==> run_1/placement.png <==
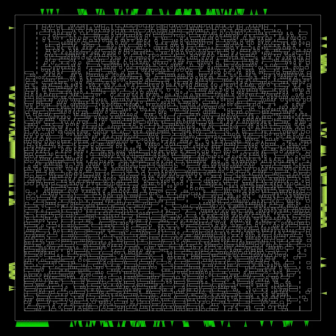
==> run_1/placement_by_type.png <==
Drawn at 1.5 px/um.
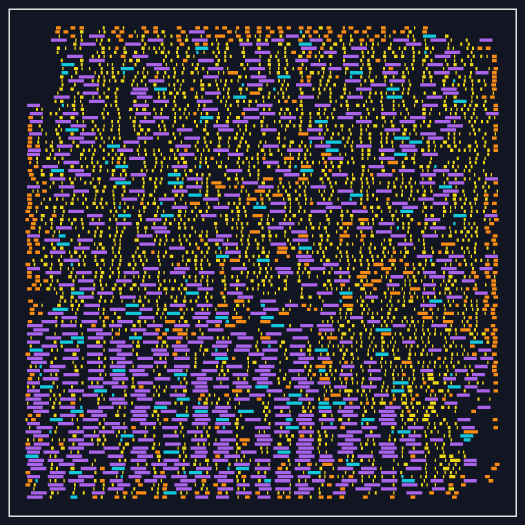
==> run_1/flops_by_reg.png <==
Drawn at 1 px/um. Other sequential cells in the stronger gray, the rest of the logic in the fainter gray.
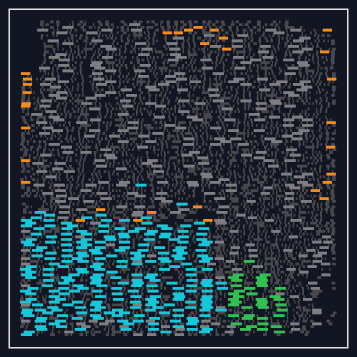
<file path="src/rtl/rob_param.sv">
// rob_param: reorder buffer that allocates in program order, accepts ALU/load/store
// completions by tag, forwards DONE results and retires one entry per cycle in order.
module rob_param #(
  parameter int DEPTH = 8,
  parameter int TAG_W = $clog2(DEPTH),
  parameter int XLEN  = 32,
  parameter int OP_W  = 5
) (
  input  logic             clk,
  input  logic             rst,
  input  logic             alloc_valid,
  output logic             alloc_ready,
  input  logic [OP_W-1:0]  alloc_op,
  input  logic [4:0]       alloc_rd,
  input  logic [XLEN-1:0]  alloc_pc,
  input  logic             alloc_is_store,
  input  logic             alloc_done,
  input  logic [XLEN-1:0]  alloc_imm,
  output logic [TAG_W-1:0] alloc_tag,
  input  logic             alu_wb_valid,
  input  logic [TAG_W-1:0] alu_wb_tag,
  input  logic [XLEN-1:0]  alu_wb_value,
  input  logic             alu_wb_redirect,
  input  logic [XLEN-1:0]  alu_wb_target,
  input  logic             mem_wb_valid,
  input  logic [TAG_W-1:0] mem_wb_tag,
  input  logic [XLEN-1:0]  mem_wb_value,
  input  logic             st_ready_valid,
  input  logic [TAG_W-1:0] st_ready_tag,
  input  logic [TAG_W-1:0] q1_tag,
  input  logic [TAG_W-1:0] q2_tag,
  output logic             q1_hit,
  output logic             q2_hit,
  output logic [XLEN-1:0]  q1_value,
  output logic [XLEN-1:0]  q2_value,
  output logic             commit_valid,
  output logic [4:0]       commit_rd,
  output logic [XLEN-1:0]  commit_value,
  output logic [TAG_W-1:0] commit_tag,
  output logic             ls_commit,
  output logic [TAG_W-1:0] ls_commit_tag,
  output logic             redirect_valid,
  output logic [XLEN-1:0]  redirect_pc,
  output logic [TAG_W:0]   count
);

  typedef enum logic [1:0] {
    EXEC     = 2'd0,
    ST_READY = 2'd1,
    DONE     = 2'd2
  } state_t;

  localparam logic [TAG_W:0] FULL_CNT = (TAG_W+1)'(DEPTH);

  logic            r_valid    [DEPTH];
  state_t          r_state    [DEPTH];
  logic [OP_W-1:0] r_op       [DEPTH];
  logic [4:0]      r_rd       [DEPTH];
  logic [XLEN-1:0] r_pc       [DEPTH];
  logic            r_is_store [DEPTH];
  logic [XLEN-1:0] r_value    [DEPTH];
  logic            r_redir    [DEPTH];
  logic [XLEN-1:0] r_target   [DEPTH];

  logic [TAG_W-1:0] r_head;
  logic [TAG_W-1:0] r_tail;
  logic [TAG_W:0]   r_count;

  logic             r_commit_valid;
  logic [4:0]       r_commit_rd;
  logic [XLEN-1:0]  r_commit_value;
  logic [TAG_W-1:0] r_commit_tag;
  logic             r_ls_commit;
  logic [TAG_W-1:0] r_ls_commit_tag;
  logic             r_redirect_valid;
  logic [XLEN-1:0]  r_redirect_pc;

  logic [DEPTH-1:0] w_alu_hit;
  logic [DEPTH-1:0] w_mem_hit;
  logic [DEPTH-1:0] w_st_hit;
  logic             w_head_done;
  logic             w_head_st;
  logic             w_retire;
  logic             w_flush;
  logic             w_full;
  logic             w_alloc;
  logic             w_unused_fields;

  // Completion only lands on a live EXEC entry; the ALU port has priority over load and store-ready.
  genvar gi;
  generate
    for (gi = 0; gi < DEPTH; gi++) begin : g_wb
      assign w_alu_hit[gi] = alu_wb_valid && (alu_wb_tag == TAG_W'(gi)) &&
                             r_valid[gi] && (r_state[gi] == EXEC);
      assign w_mem_hit[gi] = mem_wb_valid && (mem_wb_tag == TAG_W'(gi)) &&
                             r_valid[gi] && (r_state[gi] == EXEC) && !w_alu_hit[gi];
      assign w_st_hit[gi]  = st_ready_valid && (st_ready_tag == TAG_W'(gi)) &&
                             r_valid[gi] && (r_state[gi] == EXEC) &&
                             !w_alu_hit[gi] && !w_mem_hit[gi];
    end
  endgenerate

  assign w_head_done = r_valid[r_head] && (r_state[r_head] == DONE);
  assign w_head_st   = r_valid[r_head] && (r_state[r_head] == ST_READY);
  assign w_retire    = w_head_done || w_head_st;
  assign w_flush     = w_head_done && r_redir[r_head];
  assign w_full      = (r_count == FULL_CNT);
  assign w_alloc     = alloc_valid && !w_full;

  // op/pc/store-kind travel with the entry for observability; retirement does not consult them.
  assign w_unused_fields = ^{r_op[r_head], r_pc[r_head], r_is_store[r_head]};

  always_ff @(posedge clk or negedge rst) begin
    if (!rst) begin
      for (int i = 0; i < DEPTH; i++) begin
        r_valid[i] <= 1'b0;
        r_state[i] <= EXEC;
      end
    end else begin
      for (int i = 0; i < DEPTH; i++) begin
        if (w_flush) begin
          r_valid[i] <= 1'b0;
        end else if (w_alloc && (r_tail == TAG_W'(i))) begin
          r_valid[i] <= 1'b1;
          r_state[i] <= alloc_done ? DONE : EXEC;
        end else if (w_retire && (r_head == TAG_W'(i))) begin
          r_valid[i] <= 1'b0;
        end else if (w_alu_hit[i] || w_mem_hit[i]) begin
          r_state[i] <= DONE;
        end else if (w_st_hit[i]) begin
          r_state[i] <= ST_READY;
        end
      end
    end
  end

  // Payload needs no reset: it is only observed through a set valid bit.
  always_ff @(posedge clk) begin
    for (int i = 0; i < DEPTH; i++) begin
      if (w_alloc && (r_tail == TAG_W'(i))) begin
        r_op[i]       <= alloc_op;
        r_rd[i]       <= alloc_rd;
        r_pc[i]       <= alloc_pc;
        r_is_store[i] <= alloc_is_store;
        r_value[i]    <= alloc_imm;
        r_redir[i]    <= 1'b0;
      end else if (w_alu_hit[i]) begin
        r_value[i]  <= alu_wb_value;
        r_redir[i]  <= alu_wb_redirect;
        r_target[i] <= alu_wb_target;
      end else if (w_mem_hit[i]) begin
        r_value[i] <= mem_wb_value;
      end
    end
  end

  always_ff @(posedge clk or negedge rst) begin
    if (!rst) begin
      r_head           <= '0;
      r_tail           <= '0;
      r_count          <= '0;
      r_commit_valid   <= 1'b0;
      r_commit_rd      <= '0;
      r_commit_value   <= '0;
      r_commit_tag     <= '0;
      r_ls_commit      <= 1'b0;
      r_ls_commit_tag  <= '0;
      r_redirect_valid <= 1'b0;
      r_redirect_pc    <= '0;
    end else begin
      r_commit_valid   <= w_head_done && (r_rd[r_head] != 5'd0);
      r_ls_commit      <= w_head_st;
      r_redirect_valid <= w_flush;
      if (w_head_done && (r_rd[r_head] != 5'd0)) begin
        r_commit_rd    <= r_rd[r_head];
        r_commit_value <= r_value[r_head];
        r_commit_tag   <= r_head;
      end
      if (w_head_st) begin
        r_ls_commit_tag <= r_head;
      end
      if (w_flush) begin
        r_redirect_pc <= r_target[r_head];
      end
      // A redirect squashes everything younger, including a same-edge allocation.
      if (w_flush) begin
        r_head  <= '0;
        r_tail  <= '0;
        r_count <= '0;
      end else begin
        if (w_retire) r_head <= r_head + 1'b1;
        if (w_alloc)  r_tail <= r_tail + 1'b1;
        if (w_alloc && !w_retire) begin
          r_count <= r_count + (TAG_W+1)'(1);
        end else if (!w_alloc && w_retire) begin
          r_count <= r_count - (TAG_W+1)'(1);
        end
      end
    end
  end

  assign alloc_ready    = !w_full;
  assign alloc_tag      = r_tail;
  assign count          = r_count;
  assign q1_hit         = r_valid[q1_tag] && (r_state[q1_tag] == DONE);
  assign q2_hit         = r_valid[q2_tag] && (r_state[q2_tag] == DONE);
  assign q1_value       = r_value[q1_tag];
  assign q2_value       = r_value[q2_tag];
  assign commit_valid   = r_commit_valid;
  assign commit_rd      = r_commit_rd;
  assign commit_value   = r_commit_value;
  assign commit_tag     = r_commit_tag;
  assign ls_commit      = r_ls_commit;
  assign ls_commit_tag  = r_ls_commit_tag;
  assign redirect_valid = r_redirect_valid;
  assign redirect_pc    = r_redirect_pc;

endmodule

</file>
<file path="config.mk">
export PLATFORM = sky130hd
export DESIGN_NAME = rob_param
export DESIGN_NICKNAME = d
export VERILOG_FILES = /design/src/rtl/rob_param.sv
export SDC_FILE = /design/constraint.sdc
export NUM_CORES = 1
export LEC_CHECK = 0
export ABC_AREA = 1
export CAP_MARGIN = 30
export CELL_PAD_IN_SITES_DETAIL_PLACEMENT = 2
export CELL_PAD_IN_SITES_GLOBAL_PLACEMENT = 2
export CORE_MARGIN = 10
export CORE_UTILIZATION = 36
export CTS_CLUSTER_DIAMETER = 150
export DETAILED_ROUTE_END_ITERATION = 8
export PLACE_DENSITY_LB_ADDON = 0.1
export SLEW_MARGIN = 10
export SYNTH_ARGS = -nofsm -noshare
export SYNTH_HDL_FRONTEND = slang
export SYNTH_SLANG_ARGS = --single-unit
export TNS_END_PERCENT = 20
</file>
<file path="constraint.sdc">
create_clock -name clk -period 3.5 [get_ports clk]
set_input_delay 0.525 -clock clk [delete_from_list [all_inputs] [get_ports clk]]
set_output_delay 0.525 -clock clk [all_outputs]
set_load 0.02 [all_outputs]
</file>
==> tab_implementation.tex, run 1 <==
% Auto-generated results table
\begin{tabular}{lr}
\hline
Metric & Value \\
\hline
\multicolumn{2}{l}{\textbf{Outcome}} \\
\quad Outcome & finished clean \\
\multicolumn{2}{l}{\textbf{Yosys}} \\
\quad Register bit count reported by yosys & roughly 670 \\
\quad Library cell occupying the most area in the post-synthesis netlist & sky130\_fd\_sc\_hd\_\_edfxtp\_1 \\
\quad Yosys stat area & around 0.036 sq mm \\
\quad Number of cell instances after yosys synthesis & between 4,000 and 5,000 \\
\quad Post-synth tally of flip-flops with integrated enable & between 500 and 600 \\
\quad Register area share after synthesis & 54.25\% \\
\quad Netlist area before placement & about 0.036 sq mm \\
\quad Post-synth net total & 4,246 \\
\quad Area share of the largest cell type after synthesis & between 40\% and 50\% \\
\quad Synthesized-area fraction occupied by adder cells & less than 1\% \\
\quad Post-synthesis share of cell area spent on and, or, nand and nor gates & roughly 11\% \\
\quad Xor and xnor fraction of the mapped netlist area & less than 1\% \\
\quad Cells after Synth & $\sim$4,000 \\
\quad Yosys warning count & 0 \\
\quad Post-synth cell types & around 40 \\
\quad Cell area leaders & sky130\_fd\_sc\_hd\_\_edfxtp\_1 46\%, sky130\_fd\_sc\_hd\_\_o21ai\_0 12\%, sky130\_fd\_sc\_hd\_\_dfrtp\_1 7.7\% \\
\quad Post-synth mux share & 0\% \\
\quad Dominant register cell in the synthesized netlist & sky130\_fd\_sc\_hd\_\_edfxtp\_1 \\
\quad Main logic family after synthesis & AND-OR/OR-AND gates \\
\multicolumn{2}{l}{\textbf{Global routing}} \\
\quad Via count of the first global-routing pass & around 36,000 \\
\quad First-pass GRT wire length & roughly 240,000 um \\
\quad Initial antenna violation count & 12 \\
\quad Global-route congestion overflow total & 0 \\
\quad Maximum number of pins on one net before global-route repair & roughly 200 \\
\quad Total global-route track usage & between 20 and 30\% \\
\multicolumn{2}{l}{\textbf{Routing}} \\
\quad Final Routed Wirelength & between 150,000 and 200,000 um \\
\quad Antenna Nets Post-Route & 0 \\
\quad Vias/cell & about 6.1 \\
\quad Drt drc & 0 \\
\quad Length of the first detailed-routing pass in iterations & 5 \\
\quad Vias after detailed routing & about 34,000 \\
\quad Routed wire per std cell & between 20 and 30 um \\
\multicolumn{2}{l}{\textbf{Run}} \\
\quad Count of tool warnings & 78 \\
\quad MaxCap Viol Count & 0 \\
\multicolumn{2}{l}{\textbf{Worst setup path}} \\
\quad Worst reg2reg path startpoint & r\_head[0] \\
\quad Register-to-register path setup slack & 0.47 ns \\
\quad Startpoint of the most critical setup path & r\_valid[2] \\
\quad Worst Setup Start Kind & flop \\
\quad Critical path cell sequence & inv\_1 > nor3\_1 > o21ai\_0 > nand3\_1 > o21ai\_0 > inv\_1 > clkdlybuf4s50\_1 \\
\quad Data arrival time of the critical path & between 2 and 3 ns \\
\quad Number of cells traversed by the worst register-to-register path & 15 \\
\quad Worst setup path category & reg2out \\
\quad Maximum fanout count along the critical path & 3 \\
\quad Endpoint required time on the critical path & 2.97 ns \\
\quad Destination of the worst register-to-register timing path & count[3] \\
\quad Slowest cell on crit path & sky130\_fd\_sc\_hd\_\_clkdlybuf4s50\_1 \\
\quad Endpoint kind of the worst setup timing path & output pin \\
\quad Highest cell delay on the worst timing path & around 0.67 ns \\
\multicolumn{2}{l}{\textbf{Clocking}} \\
\quad Number of buffers added by the clock tree synthesis step & between 80 and 90 \\
\quad Root Buffer & sky130\_fd\_sc\_hd\_\_clkbuf\_16 \\
\quad Clock latency reported for the late side of the worst-skew pair & 0.68 ns \\
\quad Max H-tree Level & 3 \\
\quad Maximum count of clock buffers along a single path & 3 \\
\quad TritonCTS sink count & around 670 \\
\quad Clock transition at the registers of the reported paths & $\sim$0.06 ns \\
\quad Clock tree from TritonCTS & done \\
\multicolumn{2}{l}{\textbf{Final layout}} \\
\quad Number of inserted diodes & 5 \\
\quad Buffers outside the clock class & 450 \\
\quad Fraction of final layout cells with drive strength greater than 1 & 8.257\% \\
\quad Largest cell class by area & registers \\
\quad Clock network share of area & 6.336\% \\
\quad Finished Layout Cells & about 5,600 \\
\quad Number of inverters outside the clock class in the layout & roughly 270 \\
\quad Non-clock buffers, area share & 11.23\% \\
\quad Biggest regs & r\_target x256, r\_value x256, r\_rd x40 \\
\quad Count of clock buffers in the final design & between 100 and 150 \\
\quad Layout Area Growth over Synthesis & 21.87\% \\
\quad \#MultiIn Comb & 2,733 \\
\quad Multi-input logic area & $\sim$0.014 sq mm \\
\quad Logic share of the area & a little under a third \\
\quad Most frequent logic cell in the layout & sky130\_fd\_sc\_hd\_\_o21ai\_0 \\
\quad NumNets Final & between 4,000 and 5,000 \\
\quad Leading cell types in the layout, fill and taps excluded & 875 x sky130\_fd\_sc\_hd\_\_o21ai\_0, 592 x sky130\_fd\_sc\_hd\_\_nand2\_1, 560 x sky130\_fd\_sc\_hd\_\_edfxtp\_1 \\
\multicolumn{2}{l}{\textbf{STA}} \\
\quad Post-route clock skew & approximately 0.028 ns \\
\quad Minimum clock period & 3.424 ns \\
\quad Fin crit share & 97.83\% \\
\quad Setup TNS after final layout & 0 ns \\
\quad Worst path setup slack after routing & $\sim$0.076 ns \\
\quad Worst Hold Margin & 0.2774 ns \\
\quad Final setup violation count & 0 \\
\quad Highest attainable clock frequency & 292.0 MHz \\
\quad Max-slew headroom & around 39\% \\
\quad Number of failing hold endpoints at the final stage & 0 \\
\quad Setup repair after global routing missed its margin & no \\
\quad Measured slew at the worst slew-check pin & just over 0.9 ns \\
\quad Slew Limit Fails & 0 \\
\multicolumn{2}{l}{\textbf{Placed design}} \\
\quad Port-buffer cells & 307 \\
\quad Detailed placer's ending HPWL & 103,500 um \\
\quad Global placement routability congestion & 0.8350 \\
\quad Placed cell count & around 5,400 \\
\quad Worst setup slack before clock tree synthesis & approximately 0.34 ns \\
\quad Placed Area & 0.04126 sq mm \\
\multicolumn{2}{l}{\textbf{Die}} \\
\quad Die W & roughly 340 um \\
\quad Floorplan Utilization & between 30\% and 40\% \\
\quad Die area & $\sim$0.11 sq mm \\
\quad Height of the die & $\sim$340 um \\
\quad Number of tap cells inserted & between 1,000 and 1,500 \\
\quad Top-level I/O count & between 300 and 400 \\
\multicolumn{2}{l}{\textbf{Pwr}} \\
\quad Total power density per cell area & roughly 720 mW/mm\^{}2 \\
\quad PnR Total Power & approximately 32,000 uW \\
\quad Maximum vdd ir drop & just over 0.5 mV \\
\quad P\_leak & about 0.016 uW \\
\multicolumn{2}{l}{\textbf{Min path}} \\
\quad Worst min-delay path class & in2async \\
\hline
\end{tabular}
About placement.png:
flip-flop and latch count: 672
number of rows in the core area: 116
count of filler cells inserted in the layout: 10,720
post-route core utilization: 44.14%

About placement_by_type.png:
| class | color | cells |
|---|---|---|
| remaining buffers and delay cells | orange | 450 |
| combinational and other logic | yellow | 2,999 |
| sequential cells | purple | 672 |
| clock drivers and dummy loads | cyan | 154 |
core area: 0.09986 sq mm
cell area after layout: 0.04407 sq mm
Seq/total area: 44.53%

About flops_by_reg.png:
| signal | color | sequential cells |
|---|---|---|
| r_target | cyan | 256 |
| commit_value | orange | 32 |
| r_rd | green | 40 |
not colored: 344
power of the sequential group: 10,900 uW
footprint of the flip-flops and latches: 0.01963 sq mm

run 1: worst max-delay path: cells and delay by family, from the launching register on:
kind                   cells  cell delay, ns
buffers and inverters      3            0.96
and+or+nand+nor            2            0.61
DFF                        1            0.35
AOI/OAI and AO/OA          2            0.30
run 1: Yosys cell counts, types with 7 or more instances:
master and number:
sky130_fd_sc_hd__buf_1 24, sky130_fd_sc_hd__o21ai_0 875, sky130_fd_sc_hd__dfrtp_1 112, sky130_fd_sc_hd__o21ai_1 65
sky130_fd_sc_hd__o22ai_1 37, sky130_fd_sc_hd__nor3_1 18, sky130_fd_sc_hd__nand2_1 599, sky130_fd_sc_hd__buf_6 8
sky130_fd_sc_hd__o221ai_1 65, sky130_fd_sc_hd__buf_2 79, sky130_fd_sc_hd__ha_1 14, sky130_fd_sc_hd__clkbuf_1 250
sky130_fd_sc_hd__nand3_1 62, sky130_fd_sc_hd__inv_2 7, sky130_fd_sc_hd__o21ai_2 10, sky130_fd_sc_hd__nor2_1 262
sky130_fd_sc_hd__a21oi_1 306, sky130_fd_sc_hd__nand2_2 12, sky130_fd_sc_hd__inv_1 255, sky130_fd_sc_hd__a31oi_1 66
sky130_fd_sc_hd__o211ai_1 291, sky130_fd_sc_hd__edfxtp_1 560, sky130_fd_sc_hd__nand4_1 30
run 1: per-layer routing:
layer | vias up | GRT usage [%] | routed length [um] | part of all wire [%]
met5 | - | 0 | 56 | 0.034
met3 | 283 | 3.834 | 8826 | 5.3
met2 | 1043 | 48.88 | 81070 | 49
li1 | 14970 | - | - | -
met1 | 17800 | 37.73 | 72280 | 43
met4 | 8 | 8.636 | 4816 | 2.9
run 1: power breakdown:
part           switching [uW]  internal, uW
Sequential                839         10000
Clock                    3790          5130
Combinational            8320          3840
## Run 2: what changed since run 1
--- a/config.mk
+++ b/config.mk
@@ -6,6 +6,7 @@
 export NUM_CORES = 1
 export LEC_CHECK = 0
 export ABC_AREA = 1
+export ABC_CLOCK_PERIOD_IN_PS = 3500
 export CAP_MARGIN = 30
 export CELL_PAD_IN_SITES_DETAIL_PLACEMENT = 2
 export CELL_PAD_IN_SITES_GLOBAL_PLACEMENT = 2
==> run_2/layer_met3.png <==
Drawn at 1 px/um.
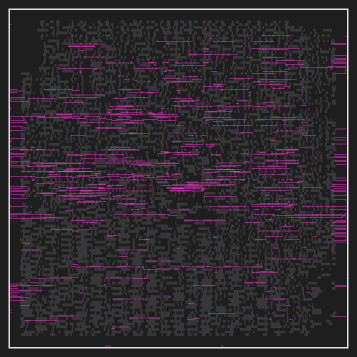
share of all routed wire: 5.3%
main direction: horizontal
longest straight run: 155 um
wire length on this layer: 8,830 um
met3 capacity usage during global routing: 3.834%
Final Routed Wirelength: 167,000 um
vias after detailed routing: 34,100

==> tab_implementation.tex, run 2 <==
% Auto-generated results table
\begin{tabular}{lr}
\hline
Metric & Value \\
\hline
\multicolumn{2}{l}{\textbf{STA}} \\
\quad Final setup violation count & 0 (unchanged) \\
\quad Setup repair after global routing missed its margin & no \\
\quad Minimum clock period & 3.424 ns (unchanged) \\
\quad Highest attainable clock frequency & 292.0 MHz (unchanged) \\
\quad Slew Limit Fails & 0 (unchanged) \\
\quad Fin crit share & 97.83\% (unchanged) \\
\quad Post-route clock skew & 0.02801 ns (unchanged) \\
\quad Worst path setup slack after routing & 0.07579 ns (unchanged) \\
\quad Max-slew headroom & 38.79\% (unchanged) \\
\quad Measured slew at the worst slew-check pin & 0.9085 ns (unchanged) \\
\quad Number of failing hold endpoints at the final stage & 0 (unchanged) \\
\quad Worst Hold Margin & 0.2774 ns (unchanged) \\
\multicolumn{2}{l}{\textbf{Worst setup path}} \\
\quad Maximum fanout count along the critical path & 3 (unchanged) \\
\quad Worst Setup Start Kind & flop \\
\quad Data arrival time of the critical path & 2.90 ns (about the same) \\
\quad Endpoint required time on the critical path & 2.97 ns (about the same) \\
\quad Slowest cell on crit path & sky130\_fd\_sc\_hd\_\_clkdlybuf4s50\_1 \\
\quad Critical path cell sequence & inv\_1 > nor3\_1 > o21ai\_0 > nand3\_1 > o21ai\_0 > inv\_1 > clkdlybuf4s50\_1 \\
\quad Worst setup path category & reg2out \\
\quad Highest cell delay on the worst timing path & 0.67 ns (about the same) \\
\quad Endpoint kind of the worst setup timing path & output pin \\
\quad Combined buffer and inverter count along the critical path & 3 (unchanged) \\
\quad Delay-heaviest family, CP & buffers and inverters \\
\multicolumn{2}{l}{\textbf{Final layout}} \\
\quad Most frequent logic cell in the layout & sky130\_fd\_sc\_hd\_\_o21ai\_0 \\
\quad Layout Area Growth over Synthesis & 21.87\% (unchanged) \\
\quad Cell area after layout & 0.04407 sq mm (unchanged) \\
\quad Biggest regs & r\_target x256, r\_value x256, r\_rd x40 \\
\quad Post-route core utilization & 44.14\% (unchanged) \\
\quad NumNets Final & 4,414 (unchanged) \\
\quad Finished Layout Cells & 5,578 (unchanged) \\
\multicolumn{2}{l}{\textbf{Placed design}} \\
\quad Global placement routability congestion & 0.8350 (unchanged) \\
\quad Detailed placer's ending HPWL & 103,500 um (unchanged) \\
\quad Placed Area & 0.04126 sq mm (unchanged) \\
\quad Worst setup slack before clock tree synthesis & 0.3437 ns (unchanged) \\
\multicolumn{2}{l}{\textbf{Clocking}} \\
\quad TritonCTS sink count & 672 (unchanged) \\
\quad Maximum count of clock buffers along a single path & 3 (unchanged) \\
\quad Clock latency reported for the late side of the worst-skew pair & 0.68 ns (about the same) \\
\quad Max H-tree Level & 3 (unchanged) \\
\quad Number of buffers added by the clock tree synthesis step & 82 (unchanged) \\
\quad Root Buffer & sky130\_fd\_sc\_hd\_\_clkbuf\_16 \\
\quad Clock tree from TritonCTS & done \\
\multicolumn{2}{l}{\textbf{Pwr}} \\
\quad Total power density per cell area & 724.9 mW/mm\^{}2 (unchanged) \\
\quad P\_leak & 0.01638 uW (unchanged) \\
\multicolumn{2}{l}{\textbf{Global routing}} \\
\quad Maximum number of pins on one net before global-route repair & 195 (unchanged) \\
\quad First-pass GRT wire length & 245,000 um (unchanged) \\
\quad Initial antenna violation count & 12 (unchanged) \\
\quad Total global-route track usage & 28.72\% (unchanged) \\
\multicolumn{2}{l}{\textbf{Yosys}} \\
\quad Post-synth net total & 4,246 (unchanged) \\
\quad Yosys stat area & 0.03616 sq mm (unchanged) \\
\quad Most frequently used cell type in the post-synthesis netlist & sky130\_fd\_sc\_hd\_\_o21ai\_0 \\
\quad Post-synth cell types & 40 (unchanged) \\
\quad Yosys warning count & 0 (unchanged) \\
\quad Register bit count reported by yosys & 672 (unchanged) \\
\quad Netlist area before placement & 0.03616 sq mm (unchanged) \\
\quad Library cell occupying the most area in the post-synthesis netlist & sky130\_fd\_sc\_hd\_\_edfxtp\_1 \\
\quad Number of cell instances after yosys synthesis & 4,037 (unchanged) \\
\quad Leading cell types by count after synthesis & 875 x sky130\_fd\_sc\_hd\_\_o21ai\_0, 599 x sky130\_fd\_sc\_hd\_\_nand2\_1, 560 x sky130\_fd\_sc\_hd\_\_edfxtp\_1 \\
\quad Dominant register cell in the synthesized netlist & sky130\_fd\_sc\_hd\_\_edfxtp\_1 \\
\quad Post-synth tally of flip-flops with integrated enable & 560 (unchanged) \\
\quad Area share of the largest cell type after synthesis & 46.50\% (unchanged) \\
\quad Cells after Synth & 4,037 (unchanged) \\
\quad Cell area leaders & sky130\_fd\_sc\_hd\_\_edfxtp\_1 46\%, sky130\_fd\_sc\_hd\_\_o21ai\_0 12\%, sky130\_fd\_sc\_hd\_\_dfrtp\_1 7.7\% \\
\multicolumn{2}{l}{\textbf{Routing}} \\
\quad Vias/cell & 6.113 (unchanged) \\
\quad Routed wire per std cell & 29.95 um (unchanged) \\
\quad Drt drc & 0 (unchanged) \\
\quad Antenna Nets Post-Route & 0 (unchanged) \\
\quad Length of the first detailed-routing pass in iterations & 5 (unchanged) \\
\multicolumn{2}{l}{\textbf{Min path}} \\
\quad Worst min-delay path class & in2async \\
\multicolumn{2}{l}{\textbf{Run}} \\
\quad MaxCap Viol Count & 0 (unchanged) \\
\multicolumn{2}{l}{\textbf{Die}} \\
\quad Height of the die & 337.0 um (unchanged) \\
\quad Floorplan Utilization & 36.22\% (unchanged) \\
\quad Die W & 337.0 um (unchanged) \\
\quad Top-level I/O count & 346 (unchanged) \\
\quad Core area & 0.09986 sq mm (unchanged) \\
\multicolumn{2}{l}{\textbf{Outcome}} \\
\quad Outcome & finished clean \\
\hline
\end{tabular}
==> run_2/placement_by_type.png <==
Drawn at 1.5 px/um.
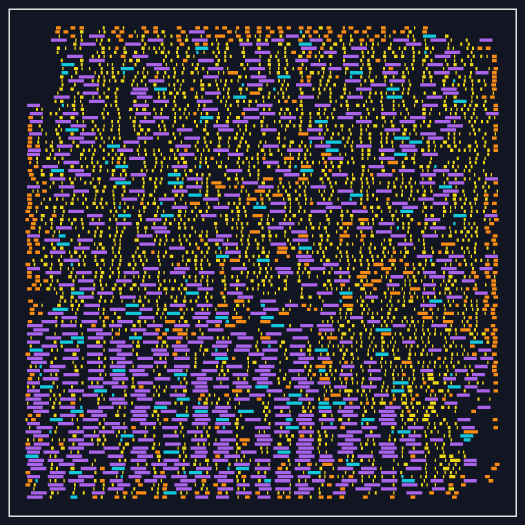
| class | color | cells |
|---|---|---|
| remaining buffers and delay cells | orange | 450 |
| sequential cells | purple | 672 |
| clock drivers and dummy loads | cyan | 154 |
| combinational and other logic | yellow | 2,999 |

-- run 2: final cells by class --
| class | count | area [sq um] |
|---|---|---|
| Sequential cell | 672 | 19630 |
| Antenna cell | 5 | 12.51 |
| Clock buffer | 114 | 2273 |
| Multi-Input combinational cell | 2733 | 14040 |
| Tap cell | 1298 | 1624 |
| Timing Repair Buffer | 450 | 4949 |
| Fill cell | 10720 | 55780 |
| Inverter | 266 | 1026 |
| Clock inverter | 40 | 519.2 |
-- run 2: worst paths after layout --
kind / end / startpoint / cells past startpoint
max: q2_hit / r_valid[2] / 7
min: count[0] / rst / 2
max reg2reg: count[3] / r_head[0] / 15
min reg2reg: r_state[5] / r_state[5] / 2
max in group asynchronous: r_head[0] / rst / 3
min in group clk: r_state[5] / r_state[5] / 2
-- run 2: logic make-up after synthesis --
family / Yosys count / synth area share (%)
flops: 672 / 54.25
fa+ha+maj: 15 / 0.5397
simple gates: 999 / 11.16
buf+inv: 632 / 7.079
compound gates: 1718 / 26.94
xor+xnor: 1 / 0.02422
-- run 2: routing by layer --
layer | up-vias | share of wire (%) | GRT usage, %
met4 | 8 | 2.9 | 8.636
met2 | 1043 | 49 | 48.88
met3 | 283 | 5.3 | 3.834
met5 | - | 0.034 | 0
li1 | 14970 | - | -
met1 | 17800 | 43 | 37.73
-- run 2: where the power goes --
part | switching, uW | total [uW] | internal [uW]
clock | 3790 | 8920 | 5130
combinational | 8320 | 12200 | 3840
sequential | 839 | 10900 | 10000
Power figures rest on the tool's default switching activity, not on a simulated workload.
